**src/rtl/anomaly_report_tx.sv**
```systemverilog
// Serial transmitter for anomaly reports: frames {start, flag, data LSB-first, [parity], stop}.
// Optional even-parity bit enabled by defining ANOMALY_TX_PARITY_EN.
module anomaly_report_tx #(
  parameter int unsigned DATA_WIDTH = 8,
  parameter int unsigned BIT_CYCLES = 4
) (
  input  logic                  clk,
  input  logic                  reset,
  input  logic [DATA_WIDTH-1:0] data_input,
  input  logic                  anomaly_flag,
  input  logic                  report_valid,
  output logic                  report_accepted,
  output logic                  serial_out,
  output logic                  tx_busy
);

  localparam int unsigned CYC_W = (BIT_CYCLES > 1) ? $clog2(BIT_CYCLES) : 1;
  localparam int unsigned BIT_W = (DATA_WIDTH > 1) ? $clog2(DATA_WIDTH) : 1;
  localparam logic [CYC_W-1:0] CYC_LAST = CYC_W'(BIT_CYCLES - 1);
  localparam logic [BIT_W-1:0] BIT_LAST = BIT_W'(DATA_WIDTH - 1);

  localparam logic [2:0] S_IDLE   = 3'd0;
  localparam logic [2:0] S_START  = 3'd1;
  localparam logic [2:0] S_FLAG   = 3'd2;
  localparam logic [2:0] S_DATA   = 3'd3;
`ifdef ANOMALY_TX_PARITY_EN
  localparam logic [2:0] S_PARITY = 3'd4;
`endif
  localparam logic [2:0] S_STOP   = 3'd5;

  logic [2:0]            state_q, state_d;
  logic [CYC_W-1:0]      cyc_q, cyc_d;
  logic [BIT_W-1:0]      bit_q, bit_d;
  logic [DATA_WIDTH-1:0] shift_q, shift_d;
  logic                  flag_q, flag_d;
`ifdef ANOMALY_TX_PARITY_EN
  logic                  parity_q, parity_d;
`endif
  logic                  serial_out_q, serial_out_d;
  logic                  tx_busy_q, tx_busy_d;
  logic                  report_accepted_q, report_accepted_d;
  logic                  bit_end;

  // Next-state logic; outputs are computed from the next state so they are registered.
  always_comb begin
    state_d           = state_q;
    cyc_d             = cyc_q;
    bit_d             = bit_q;
    shift_d           = shift_q;
    flag_d            = flag_q;
`ifdef ANOMALY_TX_PARITY_EN
    parity_d          = parity_q;
`endif
    bit_end           = (cyc_q == CYC_LAST);
    report_accepted_d = 1'b0;

    if (state_q != S_IDLE) begin
      cyc_d = bit_end ? '0 : cyc_q + CYC_W'(1);
    end

    case (state_q)
      S_IDLE: begin
        if (report_valid) begin
          shift_d           = data_input;
          flag_d            = anomaly_flag;
`ifdef ANOMALY_TX_PARITY_EN
          parity_d          = ^{anomaly_flag, data_input};
`endif
          cyc_d             = '0;
          bit_d             = '0;
          report_accepted_d = 1'b1;
          state_d           = S_START;
        end
      end
      S_START: if (bit_end) state_d = S_FLAG;
      S_FLAG: begin
        if (bit_end) begin
          bit_d   = '0;
          state_d = S_DATA;
        end
      end
      S_DATA: begin
        if (bit_end) begin
          if (bit_q == BIT_LAST) begin
`ifdef ANOMALY_TX_PARITY_EN
            state_d = S_PARITY;
`else
            state_d = S_STOP;
`endif
          end else begin
            bit_d   = bit_q + BIT_W'(1);
            shift_d = shift_q >> 1;
          end
        end
      end
`ifdef ANOMALY_TX_PARITY_EN
      S_PARITY: if (bit_end) state_d = S_STOP;
`endif
      S_STOP: if (bit_end) state_d = S_IDLE;
      default: state_d = S_IDLE;
    endcase

    case (state_d)
      S_START:  serial_out_d = 1'b0;
      S_FLAG:   serial_out_d = flag_d;
      S_DATA:   serial_out_d = shift_d[0];
`ifdef ANOMALY_TX_PARITY_EN
      S_PARITY: serial_out_d = parity_d;
`endif
      default:  serial_out_d = 1'b1;
    endcase
    tx_busy_d = (state_d != S_IDLE);
  end

  // Reset aborts any frame in flight and forces the line idle at once.
  always_ff @(posedge clk or posedge reset) begin
    if (reset) begin
      state_q           <= S_IDLE;
      cyc_q             <= '0;
      bit_q             <= '0;
      shift_q           <= '0;
      flag_q            <= 1'b0;
`ifdef ANOMALY_TX_PARITY_EN
      parity_q          <= 1'b0;
`endif
      serial_out_q      <= 1'b1;
      tx_busy_q         <= 1'b0;
      report_accepted_q <= 1'b0;
    end else begin
      state_q           <= state_d;
      cyc_q             <= cyc_d;
      bit_q             <= bit_d;
      shift_q           <= shift_d;
      flag_q            <= flag_d;
`ifdef ANOMALY_TX_PARITY_EN
      parity_q          <= parity_d;
`endif
      serial_out_q      <= serial_out_d;
      tx_busy_q         <= tx_busy_d;
      report_accepted_q <= report_accepted_d;
    end
  end

  assign report_accepted = report_accepted_q;
  assign serial_out      = serial_out_q;
  assign tx_busy         = tx_busy_q;

endmodule

```
**config.mk**
```make
export PLATFORM = sky130hd
export DESIGN_NAME = anomaly_report_tx
export DESIGN_NICKNAME = d
export VERILOG_FILES = /design/src/rtl/anomaly_report_tx.sv
export SDC_FILE = /design/constraint.sdc
export NUM_CORES = 1
export LEC_CHECK = 0
export CAP_MARGIN = 20
export CORE_MARGIN = 10
export CORE_UTILIZATION = 45
export DETAILED_ROUTE_END_ITERATION = 12
export GPL_TIMING_DRIVEN = 0
export PLACE_DENSITY_LB_ADDON = 0.3
export SYNTH_ARGS = -nofsm -noshare
export SYNTH_HDL_FRONTEND = slang
export SYNTH_SLANG_ARGS = --single-unit
export TNS_END_PERCENT = 1
```
**constraint.sdc**
```tcl
create_clock -name clk -period 1.65 [get_ports clk]
set_input_delay 0.33 -clock clk [delete_from_list [all_inputs] [get_ports clk]]
set_output_delay 0.33 -clock clk [all_outputs]
set_load 0.02 [all_outputs]
```
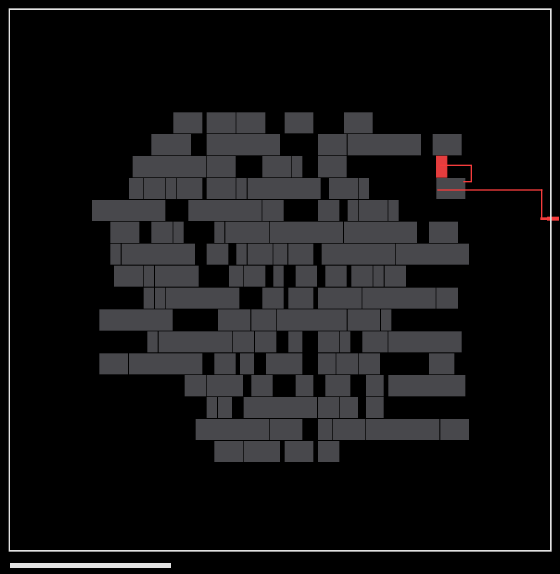
run_1/port_nets.png
Bar = 20 microns.
Red shows reset, bits 1, direction input, edge east, end cells 1, buffers 1, wire 23.9 microns.
IO Pins: 15
I/O Buffers: 14

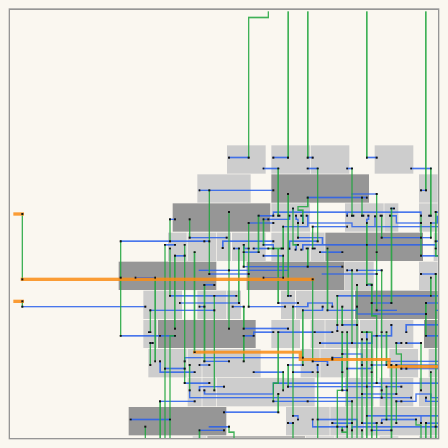
run_1/zoom.png
Window x 0 to 40, y 27 to 67 microns. Cells in gray, sequential cells in the stronger gray; small squares are vias.
Green shows met2. Blue shows met1. Orange shows met3.
50 logic cells have their middle in the window. Sequential cells in the window: 8. Most frequent: dfrtp_1 (8), inv_1 (7). Netlist names of flops here include shift_q (5), bit_q (3).

==> highlights.md, run 1 <==
• finished with violations — result of the run
• setup timing — violated checks
• 3.141% — Multiplexer share
• 27 — number of tapcells
• 4495 sq um — DIE AREA
• 105.8% — final worst-path cycle share
• dfrtp_1 — main flop type after synthesis
• 0.30 ns — source-to-sink clock delay at the later pin of the worst-skew pair
• 734 — number of global-route vias before repair
• 0 — total overflow reported by the global router
• 1.93 ns — data arrival time at the worst-slack endpoint
• 5 — worst r2r path cells
• 0.6385 nW — reported leakage power
• 1.471 mm — post-detailed-placement half-perimeter wirelength
• 1.84 ns — CP required
• 28 — number of logged tool warnings
• 0.935 mW — power in combinational cells
• 2 — buffers plus inverters on the worst setup path
• 100.0% — async set-reset flop share out of synthesis
• 1170 sq um — cell area reported after detailed placement
• 996.0 sq um — Post-Synthesis Cell Area
• 16 — floorplan row count
• 50.38% — Synth Seq Share
• 0 — post-cts hold buffer count
• 788 — Vias
• 0.11 ns — Clock transition at path regs
• 2.237 mm — aggregate routed wire length
• 1 — CTS H-tree depth
• 8 — flip-flop count of the largest register, all copies and words added
• -0.09508 ns — final critical-path setup slack
• 0 — final number of hold-violating endpoints
• 4 — endpoints failing setup
• met2 — global-route layer with the greatest usage
• 20 — number of sinks handled by clock tree synthesis
• dfrtp_1 — most common logic cell in the routed design
• -0.1 ns — Register-to-Register Setup Slack
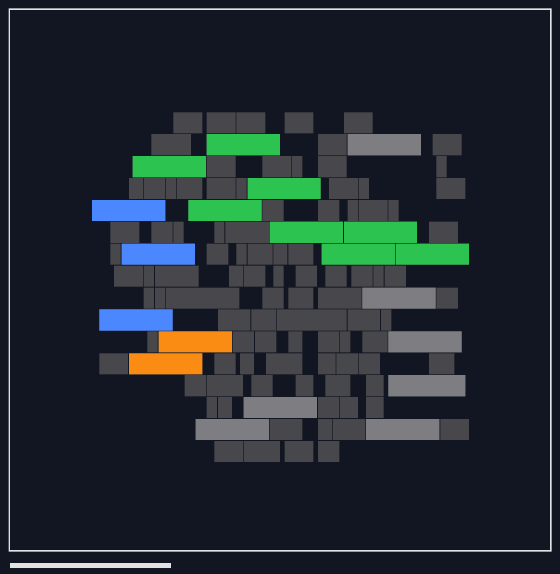
run_1/registers.png
Bar = 20 microns.
Orange shows cyc_q, placed flops 2. Blue shows bit_q, placed flops 3. Green shows shift_q, placed flops 8, where center.
power in sequential cells: 0.763 mW
sequential cell area share: 38.23%
area of all sequential standard cells: 501.7 sq um
final core area utilization: 64.28%

run_1/final_clocks.png
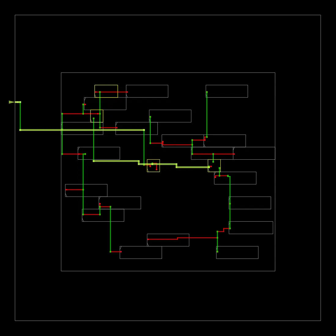

--- run 2 (diff from run 1) ---
--- a/config.mk
+++ b/config.mk
@@ -6,8 +6,10 @@
 export NUM_CORES = 1
 export LEC_CHECK = 0
 export CAP_MARGIN = 20
+export CELL_PAD_IN_SITES_DETAIL_PLACEMENT = 0
+export CELL_PAD_IN_SITES_GLOBAL_PLACEMENT = 1
 export CORE_MARGIN = 10
-export CORE_UTILIZATION = 45
+export CORE_UTILIZATION = 37
 export DETAILED_ROUTE_END_ITERATION = 12
 export GPL_TIMING_DRIVEN = 0
 export PLACE_DENSITY_LB_ADDON = 0.3
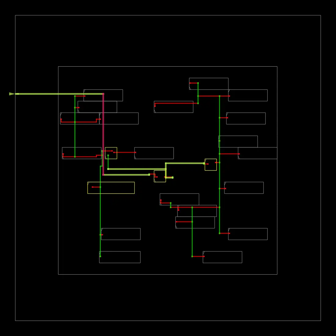
run_2/final_clocks.png
source-to-sink clock delay at the later pin of the worst-skew pair: 0.31 ns
number of sinks handled by clock tree synthesis: 20

==> highlights.md, run 2 <==
• dfrtp_1 — Critical Path Slowest Stage Cell
• -0.07 ns — Register-to-Register Setup Slack
• 5 — worst r2r path cells
• 0 — total overflow reported by the global router
• 0.12 ns — Clock transition at path regs
• 1.93 ns — data arrival time at the worst-slack endpoint
• 1.86 ns — CP required
• 501.7 sq um — area of all sequential standard cells
• 18 — floorplan row count
• 50.69% — final core area utilization
• 6 — endpoints failing setup
• dfrtp_1 — most common logic cell in the routed design
• met2 — global-route layer with the greatest usage
• 50.38% — Synth Seq Share
• 3.141% — Multiplexer share
• 0.768 mW — power in sequential cells
• setup timing — violated checks
• 0 — post-cts hold buffer count
• 1 — CTS H-tree depth
• 39.24% — sequential cell area share
• 14 — I/O Buffers
• 30 — number of tapcells
• 1.528 mm — post-detailed-placement half-perimeter wirelength
• dfrtp_1 — main flop type after synthesis
• 1174 sq um — cell area reported after detailed placement
• finished with violations — result of the run
• shift_q — register ranked first by flip-flop count
• 2 — buffers plus inverters on the worst setup path
• 0.833 mW — power in combinational cells
• 996.0 sq um — Post-Synthesis Cell Area
• 0.6288 nW — reported leakage power
• 104.3% — final worst-path cycle share
• 100.0% — async set-reset flop share out of synthesis
• 0 — final number of hold-violating endpoints
• -0.07036 ns — final critical-path setup slack
• 5167 sq um — DIE AREA
• 8 — flip-flop count of the largest register, all copies and words added
run_2/registers.png
Bar = 20 microns.
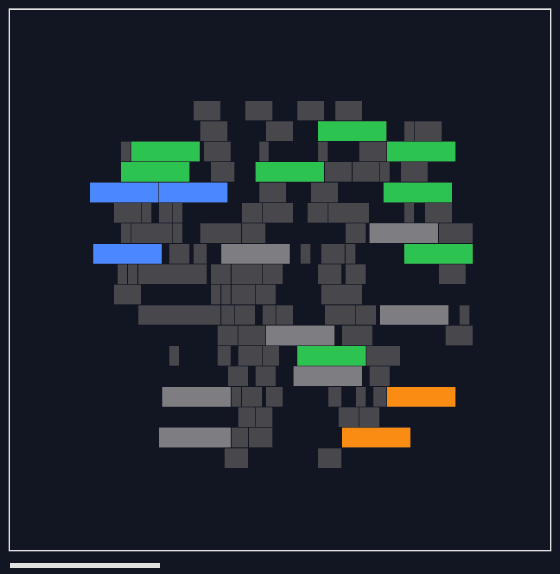

--- run 3 (diff from run 2) ---
--- a/config.mk
+++ b/config.mk
@@ -8,7 +8,7 @@
 export CAP_MARGIN = 20
 export CELL_PAD_IN_SITES_DETAIL_PLACEMENT = 0
 export CELL_PAD_IN_SITES_GLOBAL_PLACEMENT = 1
-export CORE_MARGIN = 10
+export CORE_MARGIN = 2
 export CORE_UTILIZATION = 37
 export DETAILED_ROUTE_END_ITERATION = 12
 export GPL_TIMING_DRIVEN = 0
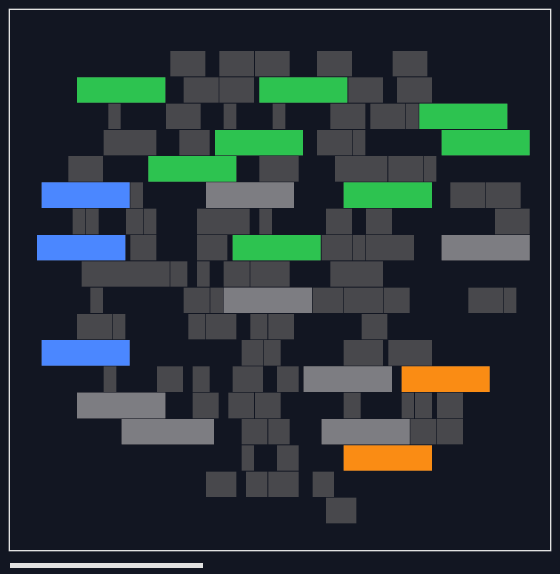
run_3/registers.png
Bar = 20 microns.
Blue shows bit_q, placed flops 3. Green shows shift_q, placed flops 8. Orange shows cyc_q, placed flops 2.
power in sequential cells: 0.769 mW
sequential cell area share: 40.22%
final core area utilization: 49.45%

==> highlights.md, run 3 <==
• finished with violations — result of the run
• setup timing — violated checks
• 28 — number of logged tool warnings
• 996.0 sq um — Post-Synthesis Cell Area
• 8 — flip-flop count of the largest register, all copies and words added
• 0.811 mW — power in combinational cells
• 682 — number of global-route vias before repair
• 0.5977 nW — reported leakage power
• 1.90 ns — data arrival time at the worst-slack endpoint
• 0 — total overflow reported by the global router
• 50.38% — Synth Seq Share
• -0.04506 ns — final critical-path setup slack
• 18 — floorplan row count
• 20 — number of sinks handled by clock tree synthesis
• 4 — endpoints failing setup
• 3.141% — Multiplexer share
• 30 — number of tapcells
• 1174 sq um — cell area reported after detailed placement
• 102.7% — final worst-path cycle share
• 5 — worst r2r path cells
• 1.953 mm — aggregate routed wire length

==> gallery <==
Routed metal, one color a layer.
Two of the layers only.
picture 1
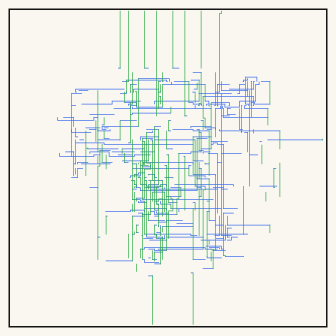
picture 2
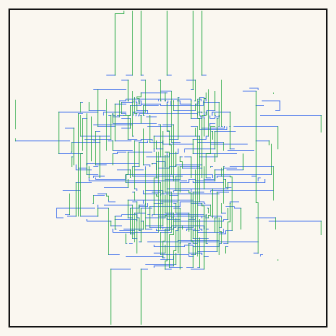
picture 3
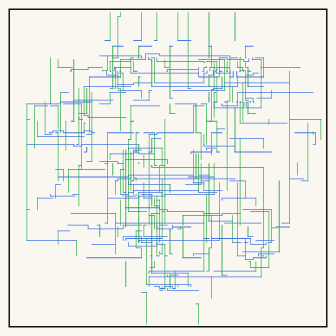
picture 2 -> run 1
picture 1 -> run 2
picture 3 -> run 3

No activity file was given, so power comes from the tool's default toggle rates.
